--- src/rtl/i2c_slave_mem.sv ---
// I2C target with a small byte-addressable memory, AT24C-style protocol.
// Sits behind the SCL/SDA pads and only ever pulls SDA low; it never stretches SCL.
module i2c_slave_mem #(
    parameter logic [6:0] SLV_ADDR = 7'h50,
    parameter int         DEPTH    = 16,
    parameter int         PTR_W    = 4
) (
    input  logic             clk_i,
    input  logic             rst_i,
    input  logic             scl_i,
    input  logic             sda_i,
    output logic             scl_o,
    output logic             scl_dir_o,
    output logic             sda_o,
    output logic             sda_dir_o,
    output logic             busy_o,
    output logic             wr_vld_o,
    output logic [PTR_W-1:0] wr_addr_o,
    output logic [7:0]       wr_data_o
);

    typedef enum logic [3:0] {
        IDLE,
        ADDR,
        ADDR_ACK,
        WPTR,
        WPTR_ACK,
        WDATA,
        WDATA_ACK,
        RDATA,
        RACK,
        WAIT
    } state_t;

    state_t           state;
    logic             scl_s1, scl_s2, scl_d;
    logic             sda_s1, sda_s2, sda_d;
    logic             scl_rise, scl_fall, start_cond, stop_cond;
    logic [3:0]       bit_cnt;
    logic [7:0]       shift;
    logic             rw;
    logic [PTR_W-1:0] ptr;
    logic [PTR_W-1:0] ptr_next;
    logic [7:0]       mem [DEPTH];

    assign scl_o     = 1'b0;
    assign scl_dir_o = 1'b0;
    assign sda_o     = 1'b0;

    // Two synchronizer flops plus one history flop per line; preset high like an idle bus.
    always_ff @(posedge clk_i) begin
        if (rst_i) begin
            scl_s1 <= 1'b1;
            scl_s2 <= 1'b1;
            scl_d  <= 1'b1;
            sda_s1 <= 1'b1;
            sda_s2 <= 1'b1;
            sda_d  <= 1'b1;
        end else begin
            scl_s1 <= scl_i;
            scl_s2 <= scl_s1;
            scl_d  <= scl_s2;
            sda_s1 <= sda_i;
            sda_s2 <= sda_s1;
            sda_d  <= sda_s2;
        end
    end

    assign scl_rise   = scl_s2 & ~scl_d;
    assign scl_fall   = ~scl_s2 & scl_d;
    assign start_cond = scl_s2 & scl_d & sda_d & ~sda_s2;
    assign stop_cond  = scl_s2 & scl_d & ~sda_d & sda_s2;
    assign ptr_next   = ptr + PTR_W'(1);

    // bit_cnt counts received bits; in RDATA it counts bits already driven,
    // with the value 8 meaning "first bit of the next byte still to be driven".
    always_ff @(posedge clk_i) begin
        if (rst_i) begin
            state     <= IDLE;
            bit_cnt   <= '0;
            shift     <= '0;
            rw        <= 1'b0;
            ptr       <= '0;
            sda_dir_o <= 1'b0;
            busy_o    <= 1'b0;
            wr_vld_o  <= 1'b0;
            wr_addr_o <= '0;
            wr_data_o <= '0;
            for (int i = 0; i < DEPTH; i++) begin
                mem[i] <= '0;
            end
        end else begin
            wr_vld_o <= 1'b0;
            if (start_cond) begin
                state     <= ADDR;
                busy_o    <= 1'b1;
                bit_cnt   <= '0;
                sda_dir_o <= 1'b0;
            end else if (stop_cond) begin
                state     <= IDLE;
                busy_o    <= 1'b0;
                bit_cnt   <= '0;
                sda_dir_o <= 1'b0;
            end else begin
                case (state)
                    IDLE: begin
                    end
                    ADDR: begin
                        if (scl_rise) begin
                            shift   <= {shift[6:0], sda_s2};
                            bit_cnt <= bit_cnt + 4'd1;
                        end else if (scl_fall && bit_cnt == 4'd8) begin
                            bit_cnt <= '0;
                            if (shift[7:1] == SLV_ADDR) begin
                                rw        <= shift[0];
                                sda_dir_o <= 1'b1;
                                state     <= ADDR_ACK;
                            end else begin
                                state <= WAIT;
                            end
                        end
                    end
                    ADDR_ACK: begin
                        if (scl_fall) begin
                            bit_cnt <= '0;
                            if (rw) begin
                                shift     <= mem[ptr];
                                sda_dir_o <= ~mem[ptr][7];
                                state     <= RDATA;
                            end else begin
                                sda_dir_o <= 1'b0;
                                state     <= WPTR;
                            end
                        end
                    end
                    WPTR: begin
                        if (scl_rise) begin
                            shift   <= {shift[6:0], sda_s2};
                            bit_cnt <= bit_cnt + 4'd1;
                        end else if (scl_fall && bit_cnt == 4'd8) begin
                            ptr       <= shift[PTR_W-1:0];
                            bit_cnt   <= '0;
                            sda_dir_o <= 1'b1;
                            state     <= WPTR_ACK;
                        end
                    end
                    WPTR_ACK: begin
                        if (scl_fall) begin
                            sda_dir_o <= 1'b0;
                            bit_cnt   <= '0;
                            state     <= WDATA;
                        end
                    end
                    WDATA: begin
                        if (scl_rise) begin
                            shift   <= {shift[6:0], sda_s2};
                            bit_cnt <= bit_cnt + 4'd1;
                        end else if (scl_fall && bit_cnt == 4'd8) begin
                            mem[ptr]  <= shift;
                            wr_vld_o  <= 1'b1;
                            wr_addr_o <= ptr;
                            wr_data_o <= shift;
                            ptr       <= ptr_next;
                            bit_cnt   <= '0;
                            sda_dir_o <= 1'b1;
                            state     <= WDATA_ACK;
                        end
                    end
                    WDATA_ACK: begin
                        if (scl_fall) begin
                            sda_dir_o <= 1'b0;
                            bit_cnt   <= '0;
                            state     <= WDATA;
                        end
                    end
                    RDATA: begin
                        if (scl_fall) begin
                            if (bit_cnt == 4'd8) begin
                                sda_dir_o <= ~shift[7];
                                bit_cnt   <= '0;
                            end else if (bit_cnt == 4'd7) begin
                                sda_dir_o <= 1'b0;
                                state     <= RACK;
                            end else begin
                                shift     <= {shift[6:0], 1'b0};
                                sda_dir_o <= ~shift[6];
                                bit_cnt   <= bit_cnt + 4'd1;
                            end
                        end
                    end
                    RACK: begin
                        if (scl_rise) begin
                            ptr <= ptr_next;
                            if (!sda_s2) begin
                                shift   <= mem[ptr_next];
                                bit_cnt <= 4'd8;
                                state   <= RDATA;
                            end else begin
                                state <= WAIT;
                            end
                        end
                    end
                    WAIT: begin
                    end
                    default: begin
                        state     <= IDLE;
                        sda_dir_o <= 1'b0;
                    end
                endcase
            end
        end
    end

endmodule
--- config.mk ---
export PLATFORM = sky130hd
export DESIGN_NAME = i2c_slave_mem
export DESIGN_NICKNAME = d
export VERILOG_FILES = /design/src/rtl/i2c_slave_mem.sv
export SDC_FILE = /design/constraint.sdc
export NUM_CORES = 1
export LEC_CHECK = 0
export CAP_MARGIN = 20
export CORE_MARGIN = 5
export CORE_UTILIZATION = 55
export CTS_CLUSTER_SIZE = 8
export DETAILED_ROUTE_END_ITERATION = 7
export PLACE_DENSITY_LB_ADDON = 0.12
export SYNTH_ARGS = -nofsm -noshare
export SYNTH_HDL_FRONTEND = slang
export SYNTH_SLANG_ARGS = --single-unit
export TNS_END_PERCENT = 10
--- constraint.sdc ---
create_clock -name clk_i -period 4.5 [get_ports clk_i]
set_input_delay 1.35 -clock clk_i [delete_from_list [all_inputs] [get_ports clk_i]]
set_output_delay 1.35 -clock clk_i [all_outputs]
set_load 0.01 [all_outputs]
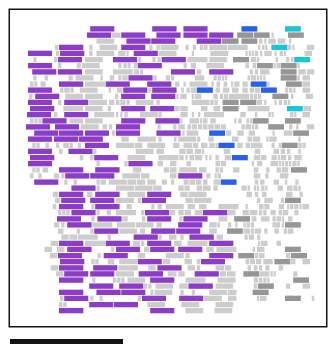
**Above:** run 1 (register map, names as in the netlist).
The bar under the picture is 50 um long. Other sequential cells in the stronger grey, the rest of the logic in the fainter grey.
| signal | colour | flops |
|---|---|---|
| mem | purple | 128 |
| wr_addr_o | cyan | 4 |
| shift | blue | 8 |
not coloured: 34

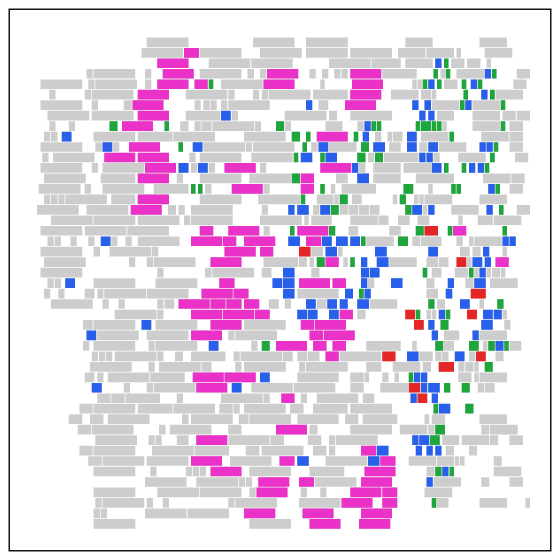
**Above:** run 1 (selected gate families).
| family | colour | cells |
|---|---|---|
| aoi and oai cells | blue | 113 |
| non-inverting ao/oa cells | red | 12 |
| mux cells | magenta | 89 |
| nand cells | green | 86 |

==> results.txt, run 1 <==
Numbers from the implementation run.

The run finished with clean final reports. The number of sequential cells reported for the layout is 174. The placement report lists the number of port buffers as 18. The worst setup path is of the flop to flop kind. The CTS tree is yes. The total grt overflow is 0. The cell area that synthesis handed to floorplanning was 9341 um^2.

The clock slew at the register clock pins of the worst setup and hold paths is 0.07 ns. After synthesis, the share of flip-flops with an asynchronous set or reset is 0%. The smallest clock period supported by the final layout is computed as 3.631 ns. The HPWL reported at the end of detailed placement is 17.11 mm. Buffers inserted during clock tree synthesis total 17. The number of endpoints with negative hold slack in the final report is 0. The worst slew slack as a fraction of its limit is 32.66%. The I/O pin count is 22. In the final layout, the share of cells above drive strength 1 is 21.26%. The initial antenna violation count is 1. After layout, the setup clock skew is reported as 0.006825 ns. The number of gates resized after cts is 0.

The tree is rooted in a sky130_fd_sc_hd__clkbuf_16. Setup slack on the worst reg-to-reg path comes out at 0.87 ns. Yosys reported a register bit count of 174. The simple logic cell fraction of the synthesized area is 16.53%.

Of all the cell area in the finished design, the clock network holds 5.547%. The total power is 0.003493 W. The arrival time of data at the worst endpoint is listed as 3.70 ns. The maximum ir drop on the vdd rail is 0.0002716 V.

In this run the core area contains 47 standard-cell rows. The area of the die is 19690 um^2. The number of cells on the worst hold path is 1.

Per the layout area report, the combinational gate area comes to 4174 um^2. After synthesis, flip-flops and latches occupy 51.00% of the total area. The first-pass iteration count of the detailed router is 5.

The placement summary gives the final routability congestion estimate as 0.8683. The initial utilization of the core area, before any placement, comes to 56.13%. The register with the most flip-flops in the layout has 128 of them. At the pin with the least slew margin, the transition time is 0.9960 ns. The average instance area after synthesis is 11.90 um^2. The sequential fraction of total cell area is 46.74%. Warnings raised by the tools during the run amount to 30. For this run, the number of Yosys warnings is 0. The cell-mix breakdown from Yosys lists the compound-gate area share as 9.135%. Per the final report, the share of cell area in non-clock buffers is 3.559%. Measured along the y axis, the die boundary spans 140.3 um. The number of vias per cell is 6.772.
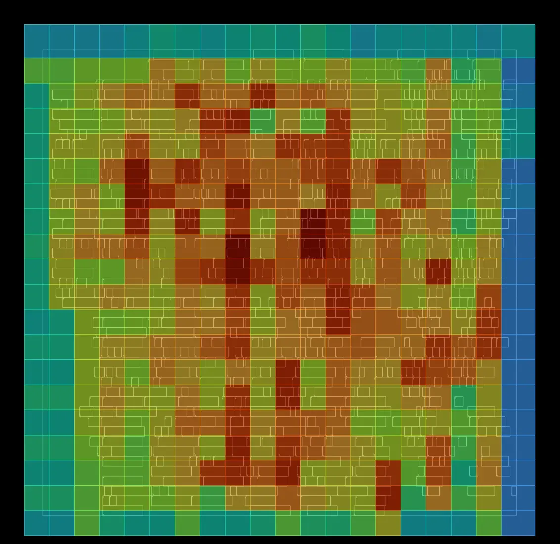
**Above:** run 1 (congestion heat map).
post-DR wirelength/cell: 25.12 um
grt met3 use: 7.703%
overall global routing resource usage: 26.02%
global routing met1 resource utilization: 34.01%
final core utilization: 61.27%

-- run 1: worst max-delay path, cell delays in order (launching register included) --
cell                       delay (ns)
sky130_fd_sc_hd__dfxtp_1         0.66
sky130_fd_sc_hd__nand2b_1        0.13
sky130_fd_sc_hd__or3_4           0.44
sky130_fd_sc_hd__or3_4           0.43
sky130_fd_sc_hd__or3_1           0.64
sky130_fd_sc_hd__buf_4           0.36
sky130_fd_sc_hd__o21bai_1        0.58
-- run 1: where the power goes --
group	internal (W)	total [W]	switching, W
logic	0.0000828	0.000235	0.000152
clock network	0.000777	0.00144	0.000663
registers	0.00177	0.00182	0.0000505
-- run 1: layout by cell type (no fill, tap or decap), drive strengths merged, types with 7 or more instances in the layout --
cell           count
mux2i             17
o2111ai            7
mux2              14
nor2b              8
a22oi              7
nand2b             8
a211oi             8
buf               26
nand4              9
dfxtp             46
clkinv            11
nor2              24
inv               16
o21bai            19
mux4              58
nand3              8
nor3             144
nand2             55
edfxtp           128
o21ai             10
clkbuf            18
clkdlybuf4s50     17
or2                7
a21oi             39
-- run 1: how the worst max path moves through the flow --
stage                endpoint  startpoint  slack (ns)  depth (start not counted)
finish              mem[2][4]    state[0]        0.87                          6
CTS                 mem[2][0]    state[0]        0.91                          6
detailed placement  mem[2][1]  bit_cnt[0]        0.93                          8
floorplan            shift[1]      ptr[0]        1.49                         11
global route        mem[2][7]    state[0]        0.68                          6
global placement    mem[2][1]  bit_cnt[0]         1.0                          8
-- run 1: through the flow --
step                      setup slack, ns  instances  cell area, um^2
after global routing               0.6761        996            10200
after floorplan                     1.485        787             9349
after CTS                          0.9117        996            10200
after detailed placement           0.9284        964             9630
after global placement             0.9952        964             9630
final                              0.8694        996            10200
-- run 1: cell usage after synthesis (all sizes together) (4+ instances only) --
| master | count | area, um^2 |
|---|---|---|
| a32oi | 6 | 52.55 |
| o2111ai | 7 | 61.31 |
| nor4b | 4 | 41.29 |
| a211oi | 8 | 60.06 |
| clkinv | 8 | 30.03 |
| or3 | 5 | 41.29 |
| nor2b | 8 | 50.05 |
| nand3b | 6 | 45.04 |
| or2 | 7 | 43.79 |
| a22oi | 7 | 52.55 |
| ha | 6 | 75.07 |
| clkbuf | 64 | 240.2 |
| mux4 | 58 | 1306 |
| nand2 | 55 | 206.5 |
| a221oi | 4 | 35.03 |
| edfxtp | 128 | 3844 |
| o21bai | 19 | 142.6 |
| nor3 | 144 | 815.8 |
| nand2b | 8 | 50.05 |
| dfxtp | 46 | 920.9 |
| nor2 | 24 | 90.09 |
| nand4 | 9 | 56.30 |
| a21oi | 39 | 195.2 |
| mux2 | 14 | 157.7 |
| buf | 22 | 138.9 |
| inv | 6 | 22.52 |
| o21ai | 10 | 50.05 |
| nand3 | 8 | 40.04 |
| mux2i | 17 | 170.2 |
| a31oi | 4 | 25.02 |
-- run 1: metal layers --
metal	global-route usage, %	vias to the layer above	share of wire, %
met5	0	-	0.076
met4	10.66	2	3.2
met3	7.703	61	10
met2	40.88	371	47
met1	34.01	3325	39
li1	-	2986	-
==> inputs of run 2 (changes only) <==
==> constraint.sdc (replaced) <==
create_clock -name clk_i -period 3.78 [get_ports clk_i]
set_input_delay 1.134 -clock clk_i [delete_from_list [all_inputs] [get_ports clk_i]]
set_output_delay 1.134 -clock clk_i [all_outputs]
set_load 0.01 [all_outputs]
==> run 2 against run 1 <==
Effect of this change:
- die size did not move
- highest routed layer is now met4
- total power increased by 16%
- largest power group unchanged
- clock power rose by about 10%
==> results.txt, run 2 <==
Numbers from the implementation run.

The clock slew at the register clock pins of the worst setup and hold paths is 0.07 ns (about the same). The cell sitting at the root of the clock tree is a sky130_fd_sc_hd__clkbuf_16. The transition at the pin with the smallest max-transition slack is 1.149 ns (+0.1532 ns).

The number of vias per cell was 6.767 (about the same). The worst slew slack as a fraction of its limit is 23.23% (-9.4 points). The average instance area after synthesis came to 11.90 um^2 (unchanged). The total power is 0.004042 W (+16%).

The most common logic cells in the final layout are 128 x sky130_fd_sc_hd__edfxtp_1, 125 x sky130_fd_sc_hd__nor3_1, 58 x sky130_fd_sc_hd__mux4_2, 55 x sky130_fd_sc_hd__nand2_1, 45 x sky130_fd_sc_hd__dfxtp_1. The maximum ir drop on the vdd rail is 0.0003125 V (+15%). The share of total power in combinational logic is 7.5% (+0.8 points).

The CTS tree is yes. The fraction of final layout cells with drive strength greater than 1 came to 22.15% (+0.89 points). The data arrival time at the worst-slack endpoint was 3.44 ns (-0.26 ns).

The fraction of synthesized cell area taken by the top area cell type is 41.15% (unchanged). The flow ran to the end, and the final reports show no timing, DRC or antenna violations. The dominant cell type by area after synthesis is sky130_fd_sc_hd__edfxtp_1. The relative contribution of sequential cells to total power came to 53.2% (+1.2 points). The number of port buffers is 18 (unchanged). The fraction of power spent switching nets is 24.70% (-0.095 points). The shortest period the worst path allows is 3.383 ns (-0.2480 ns).

The placer's final routability congestion estimate is 0.8928 (+2.8%). The number of cells on the worst hold path is 1 (unchanged). The cell area after technology mapping is 9341 um^2 (unchanged). The height of the die is 140.3 um (unchanged). The first-pass iteration count of the detailed router is 6 (+1). The critical path is of the flop to flop type. The starting utilization of the core area is 56.13% (unchanged). The power share of the clock group came to 39.2% (-2.0 points). The number of gates resized after cts is 0 (unchanged). The internal portion of total power was 0.003044 W (+16%). The total grt overflow is 0 (unchanged). The flip-flop count of the largest register, all copies and words added came to 128 (unchanged).

The area of the die is 19690 um^2 (unchanged). The synthesis-stage register bit count is 174 (unchanged). The most frequent cell after synthesis is sky130_fd_sc_hd__edfxtp_1. The proportion of synthesized chip area in sequential cells is 51.00% (unchanged). The post-route standard cell area excluding fillers was 10260 um^2 (+0.64%).

The cell row count is 47 (unchanged). The number of endpoints with negative hold slack in the final report is 0 (unchanged). The initial antenna violation count is 0 (-1). The final core area utilization is 61.66% (+0.39 points).

The number of warnings the tools reported is 30 (unchanged). The HPWL reported at the end of detailed placement is 17.53 mm (+2.5%). The most used logic cell in the final layout is sky130_fd_sc_hd__edfxtp_1.
-- run 2: cell counts after synthesis --
No cell type changed its count.
-- run 2: cell type report --
type	instances	area, um^2
flip-flops and latches	174	4766
fillers	1343	6381
inverters	14	52.55
multi-input cells	513	4174
well taps	220	275.3
clock buffers	17	425.4
repair buffers	58	475.5
clock inverters	14	92.59
-- run 2: logic make-up (layout without fill, tap and decap cells) --
logic type	count (synthesis)	in the layout	share of synthesized area [%]
flops	174	174	51.00
compound gates	125	125	9.135
mux	89	89	17.49
fa+ha+maj	6	6	0.8036
other cells	1	3	0.04014
buf+inv	100	103	4.621
xor+xnor	4	4	0.3751
simple gates	286	286	16.53
-- run 2: final timing paths --
path / slack (ns) / endpoint / startpoint
setup / recovery: 0.40 / mem[0][1] / bit_cnt[0]
hold / removal: 0.42 / sda_s2 / sda_s1
setup reg to reg: 0.40 / mem[0][1] / bit_cnt[0]
hold reg to reg: 0.42 / sda_s2 / sda_s1
-- run 2: power groups by stage --
stage                     Clock, W  Sequential, W  Combinational (W)
final                      0.00159        0.00215           0.000305
after global routing       0.00168        0.00216           0.000322
after CTS                  0.00159        0.00215           0.000298
after detailed placement         0        0.00219           0.000296
after global placement           0        0.00219           0.000293
after floorplan                  0        0.00216           0.000215
-- run 2: routing by layer --
metal | routed length, um | global-route usage, %
met1 | 10290 | 34.67
met4 | 666 | 8.057
met2 | 12550 | 43.17
met5 | 0 | 0
met3 | 2085 | 6.442
-- run 2: metrics by stage --
stage | setup slack (ns) | cells
finish | 0.3974 | 1010
global route | 0.2362 | 1010
CTS | 0.4403 | 1010
detailed placement | 0.4690 | 979
global placement | 0.5008 | 979
floorplan | 0.7651 | 787
-- run 2: critical path: stages, from the launching register on --
cell,delay [ns]
sky130_fd_sc_hd__dfxtp_1,0.34
sky130_fd_sc_hd__inv_1,0.07
sky130_fd_sc_hd__ha_1,0.14
sky130_fd_sc_hd__nand3b_1,0.23
sky130_fd_sc_hd__or3_4,0.47
sky130_fd_sc_hd__or3_4,0.43
sky130_fd_sc_hd__or3_1,0.57
sky130_fd_sc_hd__o21bai_1,0.76
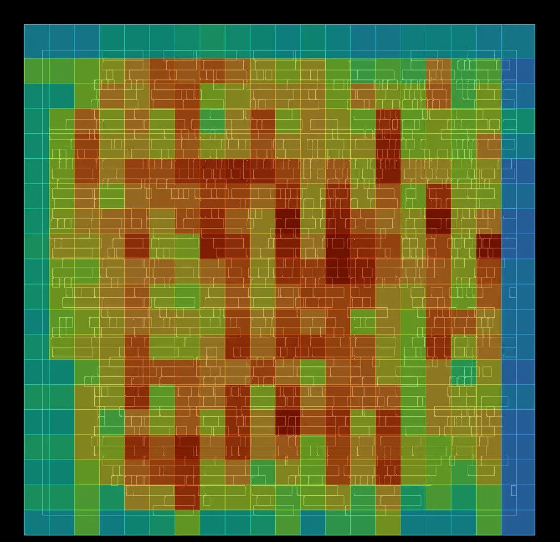
**Above:** run 2 (congestion heat map).
global routing met1 resource utilization: 34.67%
post-DR wirelength/cell: 25.33 um
overall global routing resource usage: 26.24%

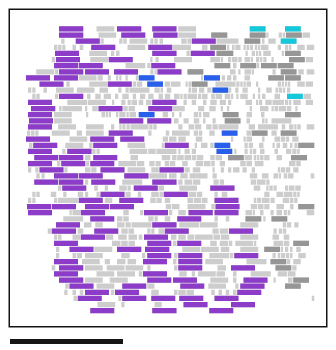
**Above:** run 2 (register map, names as in the netlist).
The bar under the picture is 50 um long. Other sequential cells in the stronger grey, the rest of the logic in the fainter grey.
| signal | colour | flops |
|---|---|---|
| wr_addr_o | cyan | 4 |
| shift | blue | 8 |
| mem | purple | 128 |

==> inputs of run 3 (changes only) <==
--- a/config.mk
+++ b/config.mk
@@ -6,7 +6,7 @@
 export NUM_CORES = 1
 export LEC_CHECK = 0
 export CAP_MARGIN = 20
-export CORE_MARGIN = 5
+export CORE_MARGIN = 10
 export CORE_UTILIZATION = 55
 export CTS_CLUSTER_SIZE = 8
 export DETAILED_ROUTE_END_ITERATION = 7
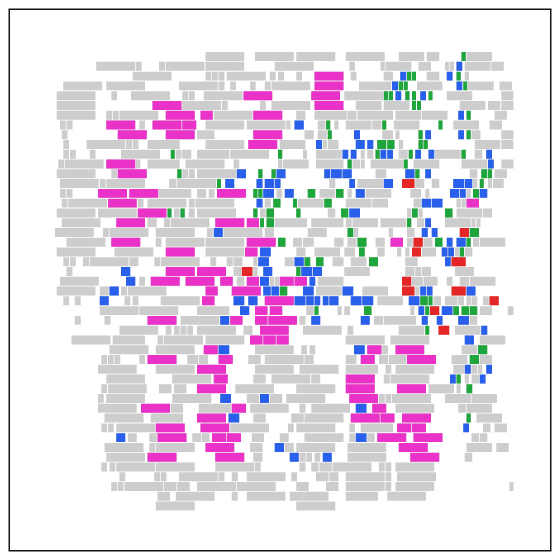
**Above:** run 3 (selected gate families).
| family | colour | cells |
|---|---|---|
| nand cells | green | 86 |
| non-inverting ao/oa cells | red | 12 |
| aoi and oai cells | blue | 113 |
| mux cells | magenta | 89 |

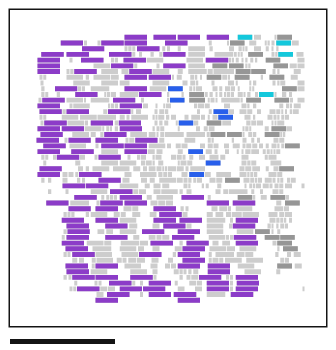
**Above:** run 3 (register map, names as in the netlist).
The bar under the picture is 50 um long. Other sequential cells in the stronger grey, the rest of the logic in the fainter grey.
| signal | colour | flops |
|---|---|---|
| wr_addr_o | cyan | 4 |
| mem | purple | 128 |
| shift | blue | 8 |
not coloured: 34

==> run 3 against run 2 <==
Effect of this change:
- worst setup slack improved by 0.10 ns
- routed wire length fell by 0.64%
- highest routed layer unchanged
- synthesized area unchanged
- sequential share of layout area down 0.21 points
- fmax grew 3.1%
- largest cell class unchanged
- critical endpoint is now mem[2][4]
- flip-flop count is the same
- global-route usage is 3.1 points lower
- total power increased by 1.4%
- via count rose by 1.4%
==> results.txt, run 3 <==
Numbers from the implementation run.

The run finished with clean final reports. The area of the die is 22600 um^2 (+15%). The number of gates resized after cts is 0 (unchanged).

The setup slack after layout is 0.4978 ns (+0.1003 ns). The fraction of synthesized cell area taken by the top area cell type is 41.15% (unchanged). The height of the die is 150.3 um (+7.1%).

TritonCTS built the clock tree. The most frequent cell after synthesis is sky130_fd_sc_hd__edfxtp_1. The worst slew slack as a fraction of its limit is 28.20% (+5.0 points).

The global-route usage over all layers is 23.19% (-3.1 points). The detail-routed net length per standard cell is 25.15 um (-0.74%). The HPWL reported at the end of detailed placement came to 17.30 mm (-1.3%). The worst stage delay on the critical path is 0.70 ns (-0.06 ns). The layout filler cell count is 1315 (-2.1%). The combined buffer and inverter count along the critical path is 1 (unchanged). The fraction of final layout cells with drive strength greater than 1 came to 22.63% (+0.48 points). The clock slew at the register clock pins of the worst setup and hold paths is 0.07 ns (about the same). The number of warnings the tools reported is 30 (unchanged). The cell row count is 47 (unchanged). The maximum ir drop on the vdd rail came to 0.0003548 V (+14%).

The total grt overflow is 0 (unchanged). The fraction of power spent switching nets was 24.51% (-0.19 points). The first-pass iteration count of the detailed router is 5 (-1). The final core area utilization is 61.94% (+0.28 points).

The number of port buffers is 18 (unchanged). The post-route standard cell area excluding fillers is 10310 um^2 (+0.45%). The relative contribution of sequential cells to total power is 52.6% (-0.6 points).
[run 3: netlist changes by cell type in the layout (fill, tap and decap cells not counted), sizes merged]
cell | previous run | this run
clkinvlp | 3 | 0
clkbuf | 17 | 20
clkinv | 15 | 12
inv | 10 | 14
[run 3: worst paths after layout]
path	slack (ns)	endpoint	cells past startpoint	start
worst max-delay path	0.50	mem[2][4]	7	bit_cnt[0]
worst min-delay path	0.42	sda_s2	1	sda_s1
worst max register to register	0.50	mem[2][4]	7	bit_cnt[0]
worst min register to register	0.42	sda_s2	1	sda_s1
[run 3: kinds of logic (layout without fill, tap and decap cells)]
family	Yosys count	count (layout)	share of synthesized area (%)
compound gates	125	125	9.135
xor+xnor	4	4	0.3751
mux	89	89	17.49
other cells	1	3	0.04014
simple gates	286	286	16.53
fa+ha+maj	6	6	0.8036
buf+inv	100	104	4.621
flops	174	174	51.00
[run 3: metal layers]
layer / wire [um] / global-route usage [%]
met1: 9930 / 29.89
met2: 12270 / 37.83
met3: 2380 / 4.352
met4: 842 / 9.524
met5: 0 / 0
[run 3: stage by stage]
stage	cells	total power [W]
6_report	1011	0.004097
5_1_grt	1011	0.004207
4_1_cts	1011	0.004101
3_5_place_dp	979	0.002488
3_3_place_gp	979	0.002481
2_1_floorplan	787	0.002379
[run 3: worst reg2reg max path: stages, from the launching register on]
cell and delay (ns):
sky130_fd_sc_hd__dfxtp_1 0.35, sky130_fd_sc_hd__inv_1 0.07, sky130_fd_sc_hd__ha_1 0.14, sky130_fd_sc_hd__nand3b_1 0.22, sky130_fd_sc_hd__or3_4 0.47, sky130_fd_sc_hd__or3_4 0.43, sky130_fd_sc_hd__or3_1 0.54, sky130_fd_sc_hd__o21bai_1 0.70
[run 3: final cells by class]
cell class / count / area, um^2 / area share [%]
sequential: 174 / 4766 / 46.24
multi-input combinational: 513 / 4174 / 40.50
timing repair buffer: 58 / 500.5 / 4.856
clock buffer: 20 / 456.7 / 4.431
tap: 220 / 275.3 / 2.671
clock inverter: 12 / 82.58 / 0.8012
inverter: 14 / 52.55 / 0.5098
[run 3: power by group through the flow]
| stage | Combinational [W] | Clock, W | Sequential (W) |
|---|---|---|---|
| 6_report | 0.000305 | 0.00164 | 0.00215 |
| 5_1_grt | 0.000324 | 0.00172 | 0.00216 |
| 4_1_cts | 0.000298 | 0.00165 | 0.00215 |
| 3_5_place_dp | 0.000296 | 0 | 0.00219 |
| 3_3_place_gp | 0.000293 | 0 | 0.00219 |
| 2_1_floorplan | 0.000215 | 0 | 0.00216 |

==> layout pictures side by side <==
Signal wires by layer.
Only two layers are drawn.
shot_01.png
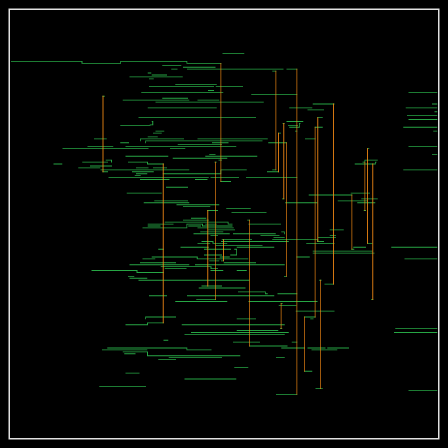
shot_02.png
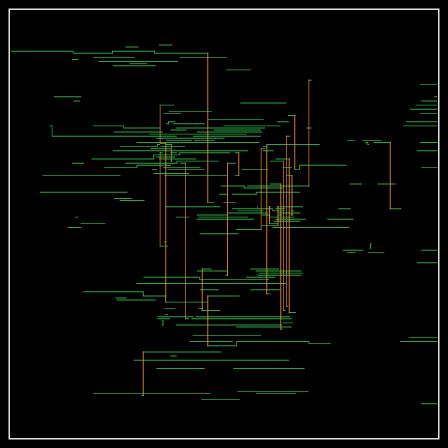
shot_03.png
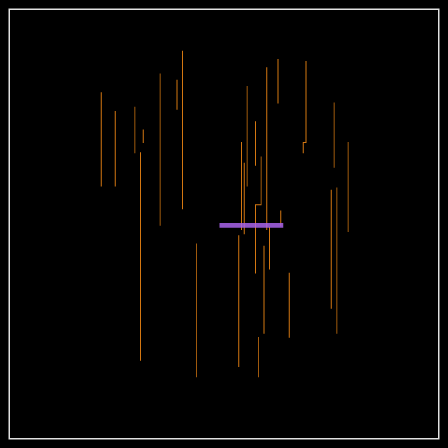
- shot_02.png = run 2
- shot_03.png = run 1
- shot_01.png = run 3

Key to shot_02.png:
| layer | colour | wire length |
|---|---|---|
| M3 | green | 2090 um |
| M4 | orange | 666 um |

No activity file was given, so power comes from the tool's default toggle rates.
